File: src/rtl/ws2812_rx.sv
// ws2812_rx -- WS2812B (NeoPixel) single-wire GRB stream decoder.
//
// The data line is oversampled on clk_i. Each high pulse is timed and
// classified as a 0 or a 1. Bits are packed MSB-first into 24-bit GRB pixels,
// which are presented as R/G/B bytes with a pixel address. A long low level
// (the reset gap) ends the frame and reports how many complete pixels arrived.
//
// Optional feature macro: WS2812_RX_ERR_EN
//   When defined, high pulses that are too short or too long, a stuck-high
//   line, and a frame that ends with a partial pixel all pulse error_o.
//   When undefined, error_o is tied to 0, pulse width only chooses 0 or 1,
//   and only a stuck-high line forces a resynchronisation.
//
// Ports:
//   clk_i          system clock (SYSTEM_CLOCK Hz)
//   reset_i        asynchronous active-high reset
//   enable_i       decoder enable; low forces resynchronisation
//   di_i           NeoPixel data line (asynchronous, synchronised here)
//   busy_o         high while a frame is being decoded
//   pixel_valid_o  one-cycle strobe: new pixel on red/green/blue/address
//   address_o      0-based index of the presented pixel
//   red_o          decoded red byte
//   green_o        decoded green byte
//   blue_o         decoded blue byte
//   frame_done_o   one-cycle strobe at the end of the reset gap
//   pixel_count_o  complete pixels in the last frame (saturates at NUM_LEDS)
//   error_o        one-cycle timing-error strobe (0 without WS2812_RX_ERR_EN)

`timescale 1ns/1ps

module ws2812_rx #(
    parameter int NUM_LEDS     = 8,
    parameter int SYSTEM_CLOCK = 50_000_000,
    parameter int RESET_US     = 50
) (
    input  logic                          clk_i,
    input  logic                          reset_i,
    input  logic                          enable_i,
    input  logic                          di_i,
    output logic                          busy_o,
    output logic                          pixel_valid_o,
    output logic [$clog2(NUM_LEDS)-1:0]   address_o,
    output logic [7:0]                    red_o,
    output logic [7:0]                    green_o,
    output logic [7:0]                    blue_o,
    output logic                          frame_done_o,
    output logic [$clog2(NUM_LEDS+1)-1:0] pixel_count_o,
    output logic                          error_o
);

    localparam int BIT_CYCLES  = SYSTEM_CLOCK / 800_000;
    localparam int THRESH      = (BIT_CYCLES * 45) / 100;
    localparam int RESET_COUNT = (SYSTEM_CLOCK / 1_000_000) * RESET_US;

    localparam int AW = $clog2(NUM_LEDS);
    localparam int PW = $clog2(NUM_LEDS + 1);
    localparam int CW = $clog2(RESET_COUNT + 1);

    localparam logic [CW-1:0] THRESH_C  = CW'(THRESH);
    localparam logic [CW-1:0] RC_LAST_C = CW'(RESET_COUNT - 1);
    localparam logic [CW-1:0] CNT_ONE_C = CW'(1);
    localparam logic [PW-1:0] LEDS_C    = PW'(NUM_LEDS);

`ifdef WS2812_RX_ERR_EN
    localparam int MIN_HIGH = BIT_CYCLES / 8;
    localparam int MAX_HIGH = (BIT_CYCLES * 85) / 100;
    localparam logic [CW-1:0] MIN_HIGH_C = CW'(MIN_HIGH);
    localparam logic [CW-1:0] MAX_HIGH_C = CW'(MAX_HIGH);
`endif

    typedef enum logic [1:0] {
        SYNC,   // waiting for a full reset gap before trusting the line
        READY,  // gap seen, waiting for the first rising edge of a frame
        HIGH,   // timing a high pulse
        LOW     // timing the low time after a bit
    } state_t;

    state_t          state;
    logic [1:0]      sync_q;      // two-flop synchroniser for di_i
    logic            s_d;         // synchronised line delayed one cycle
    logic            s;
    logic            rise;
    logic            fall;
    logic [CW-1:0]   cnt;         // shared high/low/gap cycle counter
    logic [4:0]      bit_cnt;     // bits of the current pixel
    logic [23:0]     shift_q;     // GRB bits, MSB first
    logic [PW-1:0]   pix_idx;     // complete pixels this frame, saturating
    logic            pix_pend;    // 24th bit just landed; present it next cycle
    logic            bit_seen;    // at least one bit decoded this frame

    assign s    = sync_q[1];
    assign rise = s & ~s_d;
    assign fall = ~s & s_d;

    assign busy_o = (state == HIGH) || (state == LOW);

    always_ff @(posedge clk_i or posedge reset_i) begin
        if (reset_i) begin
            sync_q <= 2'b00;
            s_d    <= 1'b0;
        end else begin
            sync_q <= {sync_q[0], di_i};
            s_d    <= sync_q[1];
        end
    end

    // NOTE: every register below is assigned with <= so that all branches see
    // the values from the start of the cycle; later assignments in the block
    // simply override earlier defaults within the same edge.
    always_ff @(posedge clk_i or posedge reset_i) begin
        if (reset_i) begin
            state         <= SYNC;
            cnt           <= '0;
            bit_cnt       <= '0;
            shift_q       <= '0;
            pix_idx       <= '0;
            pix_pend      <= 1'b0;
            bit_seen      <= 1'b0;
            pixel_valid_o <= 1'b0;
            address_o     <= '0;
            red_o         <= '0;
            green_o       <= '0;
            blue_o        <= '0;
            frame_done_o  <= 1'b0;
            pixel_count_o <= '0;
`ifdef WS2812_RX_ERR_EN
            error_o       <= 1'b0;
`endif
        end else begin
            // Strobes default low; they are raised for exactly one cycle below.
            pixel_valid_o <= 1'b0;
            frame_done_o  <= 1'b0;
`ifdef WS2812_RX_ERR_EN
            error_o       <= 1'b0;
`endif
            if (!enable_i) begin
                state    <= SYNC;
                cnt      <= '0;
                bit_cnt  <= '0;
                pix_idx  <= '0;
                pix_pend <= 1'b0;
                bit_seen <= 1'b0;
            end else begin
                // A finished pixel is presented one cycle after its last bit.
                // The next bit cannot be classified before the cycle after
                // this one, so shift_q is still intact here.
                if (pix_pend) begin
                    pix_pend <= 1'b0;
                    if (pix_idx < LEDS_C) begin
                        pixel_valid_o <= 1'b1;
                        address_o     <= pix_idx[AW-1:0];
                        green_o       <= shift_q[23:16];
                        red_o         <= shift_q[15:8];
                        blue_o        <= shift_q[7:0];
                        pix_idx       <= pix_idx + 1'b1;
                    end
                end

                case (state)
                    SYNC: begin
                        // Only a full low gap proves we are between frames.
                        if (s) begin
                            cnt <= '0;
                        end else if (cnt == RC_LAST_C) begin
                            state <= READY;
                            cnt   <= '0;
                        end else begin
                            cnt <= cnt + 1'b1;
                        end
                    end

                    READY: begin
                        if (rise) begin
                            state <= HIGH;
                            cnt   <= CNT_ONE_C;
                        end
                    end

                    HIGH: begin
                        if (fall) begin
`ifdef WS2812_RX_ERR_EN
                            if (cnt < MIN_HIGH_C) begin
                                // Glitch: not a bit, keep timing the low.
                                error_o <= 1'b1;
                                state   <= LOW;
                                cnt     <= CNT_ONE_C;
                            end else if (cnt > MAX_HIGH_C) begin
                                // Over-long pulse: lose lock and resync.
                                error_o  <= 1'b1;
                                state    <= SYNC;
                                cnt      <= '0;
                                bit_cnt  <= '0;
                                pix_idx  <= '0;
                                bit_seen <= 1'b0;
                            end else
`endif
                            begin
                                shift_q  <= {shift_q[22:0], (cnt >= THRESH_C)};
                                bit_seen <= 1'b1;
                                state    <= LOW;
                                cnt      <= CNT_ONE_C;
                                if (bit_cnt == 5'd23) begin
                                    bit_cnt  <= '0;
                                    pix_pend <= 1'b1;
                                end else begin
                                    bit_cnt <= bit_cnt + 1'b1;
                                end
                            end
                        end else if (cnt == RC_LAST_C) begin
                            // Line stuck high: abandon the frame.
`ifdef WS2812_RX_ERR_EN
                            error_o  <= 1'b1;
`endif
                            state    <= SYNC;
                            cnt      <= '0;
                            bit_cnt  <= '0;
                            pix_idx  <= '0;
                            bit_seen <= 1'b0;
                        end else begin
                            cnt <= cnt + 1'b1;
                        end
                    end

                    LOW: begin
                        if (rise) begin
                            state <= HIGH;
                            cnt   <= CNT_ONE_C;
                        end else if (cnt == RC_LAST_C) begin
                            // Reset gap: close the frame. A partial pixel
                            // is simply dropped by clearing bit_cnt.
                            if (bit_seen) begin
                                frame_done_o  <= 1'b1;
                                pixel_count_o <= pix_idx;
`ifdef WS2812_RX_ERR_EN
                                error_o       <= (bit_cnt != 5'd0);
`endif
                            end
                            state    <= READY;
                            cnt      <= '0;
                            bit_cnt  <= '0;
                            pix_idx  <= '0;
                            bit_seen <= 1'b0;
                        end else begin
                            cnt <= cnt + 1'b1;
                        end
                    end

                    default: begin
                        state <= SYNC;
                        cnt   <= '0;
                    end
                endcase
            end
        end
    end

`ifndef WS2812_RX_ERR_EN
    assign error_o = 1'b0;
`endif

endmodule

File: config.mk
export PLATFORM = sky130hd
export DESIGN_NAME = ws2812_rx
export DESIGN_NICKNAME = d
export VERILOG_FILES = /design/src/rtl/ws2812_rx.sv
export SDC_FILE = /design/constraint.sdc
export NUM_CORES = 1
export LEC_CHECK = 0
export CORE_ASPECT_RATIO = 1.25
export CORE_MARGIN = 5
export CORE_UTILIZATION = 25
export DETAILED_ROUTE_END_ITERATION = 8
export PLACE_DENSITY = 0.51
export SYNTH_ARGS = -nofsm -noshare
export SYNTH_HDL_FRONTEND = slang
export SYNTH_SLANG_ARGS = --single-unit
export TNS_END_PERCENT = 20
File: constraint.sdc
create_clock -name clk_i -period 7.16 [get_ports clk_i]
set_clock_uncertainty 0.15 [all_clocks]
set_input_delay 1.432 -clock clk_i [delete_from_list [all_inputs] [get_ports clk_i]]
set_output_delay 1.432 -clock clk_i [all_outputs]
set_load 0.05 [all_outputs]
**Signal wires on met1**

Drawn at 2 px/um. Supply wires on this layer in gray.
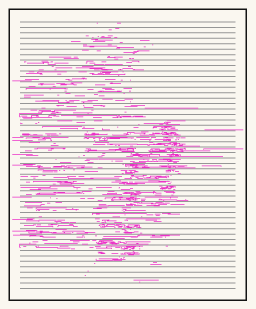
main direction: horizontal
share of all routed wire: 45%
nets with wire on the layer: 293
wire length on this layer: 3320 um

**Track usage over the die**

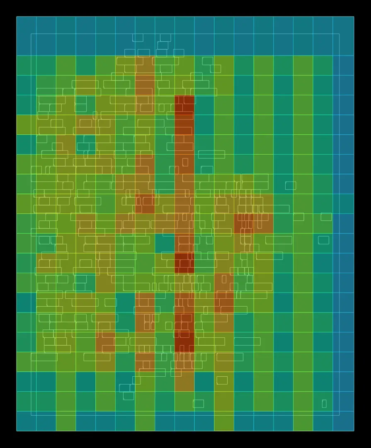
met2 Resource Use GR: 0.150
GRT Util Overall: 0.0906
grt met1 use: 0.110

==> results.py <==
# Auto-generated metrics
metrics = {
    "die": {
        "core-area_mm2": 0.0143,
        "io_pins": 39,
        "fp-row-count": 49,
        "fp.dieW_um": 118,
        "die_area_mm2": 0.0170,
        "die_h_um": 145,
    },
    "synth": {
        "yosys-stat-cells": 278,
        "postSynthSeqShare": 0.586,
        "yosys_warnings": 0,
        "synthTopCellsByArea": "dfrtp_1 59%, mux2_2 17%, nand2_1 1.9%",
        "synth-xor-area-share": 0.0145,
        "yosysChipArea_mm2": 0.00363,
        "top_cells_by_count": "85 x dfrtp_1, 55 x mux2_2, 18 x nand2_1",
        "yosys_most_used_dff": "dfrtp_1",
        "syn-instance-count": 278,
        "top_cell_area_share": 0.586,
        "async_reset_ff_frac": 1.00,
        "fa_ha_area_frac": 0.0103,
        "mux_share": 0.173,
        "synth-edff-count": 0,
        "ys_sh_simple": 0.113,
        "netlist_area_mm2": 0.00363,
    },
    "route": {
        "drc": 0,
        "wl_met3_um": 378,
        "drtIter0Drc": 111,
        "first_pass_iters": 4,
        "drt-wirelength-per-cell_um": 14.6,
        "wl_met2_um": 3490,
        "vias": 2334,
    },
    "power_and_ir_drop": {
        "p_seq_mw": 0.485,
        "p_int_mw": 0.758,
        "p_sw_frac": 0.207,
        "seq_power_share": 0.507,
        "ir_worst_vdd_uv": 113,
        "clock_power_mw": 0.448,
        "power.density_mw_per_mm2": 214,
    },
    "cts": {
        "clk_pin_slew_ns": 0.06,
        "clk_latency_ns": 0.33,
        "cts-root-buf": "clkbuf_16",
        "clock-sinks": 85,
        "cts_setup_buffers": 0,
        "clk_path_buf_depth": 2,
        "htreeDepth": 3,
    },
    "cells_and_area": {
        "sh_seq_area": 0.477,
        "num_antenna_cells": 0,
        "combGateArea_mm2": 0.00141,
        "seq_area_mm2": 0.00213,
        "largest_register_ffs": 24,
        "signal_buffers": 39,
        "lay_top_count": "dfrtp_1",
        "area_growth_pct": 22.8,
        "clockBufferCount": 12,
        "clkCellAreaFrac": 0.0640,
        "dominant_cells": "sequential cells",
        "fillerInstances": 1467,
        "layoutNonFillerInstCount": 500,
        "final_cell_mix": "85 x dfrtp_1, 55 x mux2_2, 37 x clkdlybuf4s50_1",
        "inverters": 6,
        "logic_gates": 176,
        "fin_nets": 324,
    },
    "setup_path": {
        "path_max_fanout": 14,
        "reg2reg_slack_ns": 4.70,
        "end_kind": "output port",
        "worst-path-stages": 1,
        "critical_path_arrival_ns": 1.92,
        "crit_end": "busy_o",
        "cp-start-kind": "flip-flop",
        "path_class": "reg2out",
        "worstReg2RegStart": "state[1]$_DFFE_PP0P_",
        "cp-startpoint": "state[1]$_DFFE_PP0P_",
        "critPathBufInv": 1,
    },
    "placement": {
        "port-buffer-count": 37,
        "placed_area_mm2": 0.00417,
        "hpwl_um": 4800,
    },
    "status": {
        "status": "finished, final reports clean",
    },
    "global_routing": {
        "antenna_found_initial": 0,
        "grt_max_degree": 86,
        "first_global_vias": 2521,
    },
    "hold_path": {
        "hold_path.startpoint": "sync_q[0]$_DFF_PP0_",
        "hp-class": "reg2reg",
    },
    "timing": {
        "fin_ws_ns": 3.66,
        "finalClockPeriodUsage": 0.489,
        "hold_viol": 0,
        "rsz0062_at_grt": "no",
        "worstMarginPinSlew_ns": 1.06,
    },
    "flow_run": {
        "warning_count": 26,
    },
}
**A small window of the routed layout**

Region (44, 86) to (74, 116) um. Cells in gray, sequential cells in the stronger gray; small squares are vias.
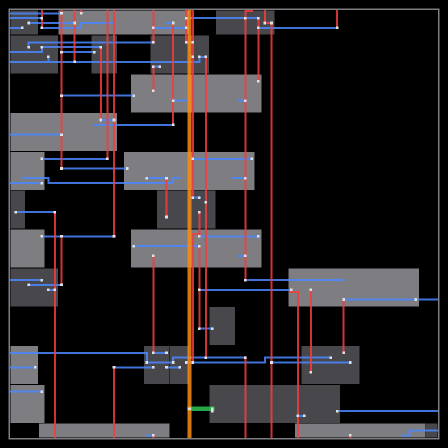
| color | layer |
|---|---|
| orange | M4 |
| blue | M1 |
| green | M3 |
| red | M2 |
cells with their middle in the window: 17
most frequent: mux2_2 (6), dfrtp_1 (6), clkinv_2 (2)
netlist names of flops here include: shift_q (5), blue_o (1)
sequential cells in the window: 6

**Metal layers overlaid**

Drawn at 2 px/um. Only two layers are drawn.
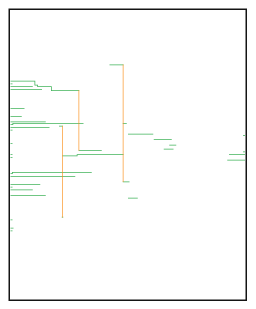
| color | layer | wire length |
|---|---|---|
| green | M3 | 379 um |
| orange | M4 | 134 um |

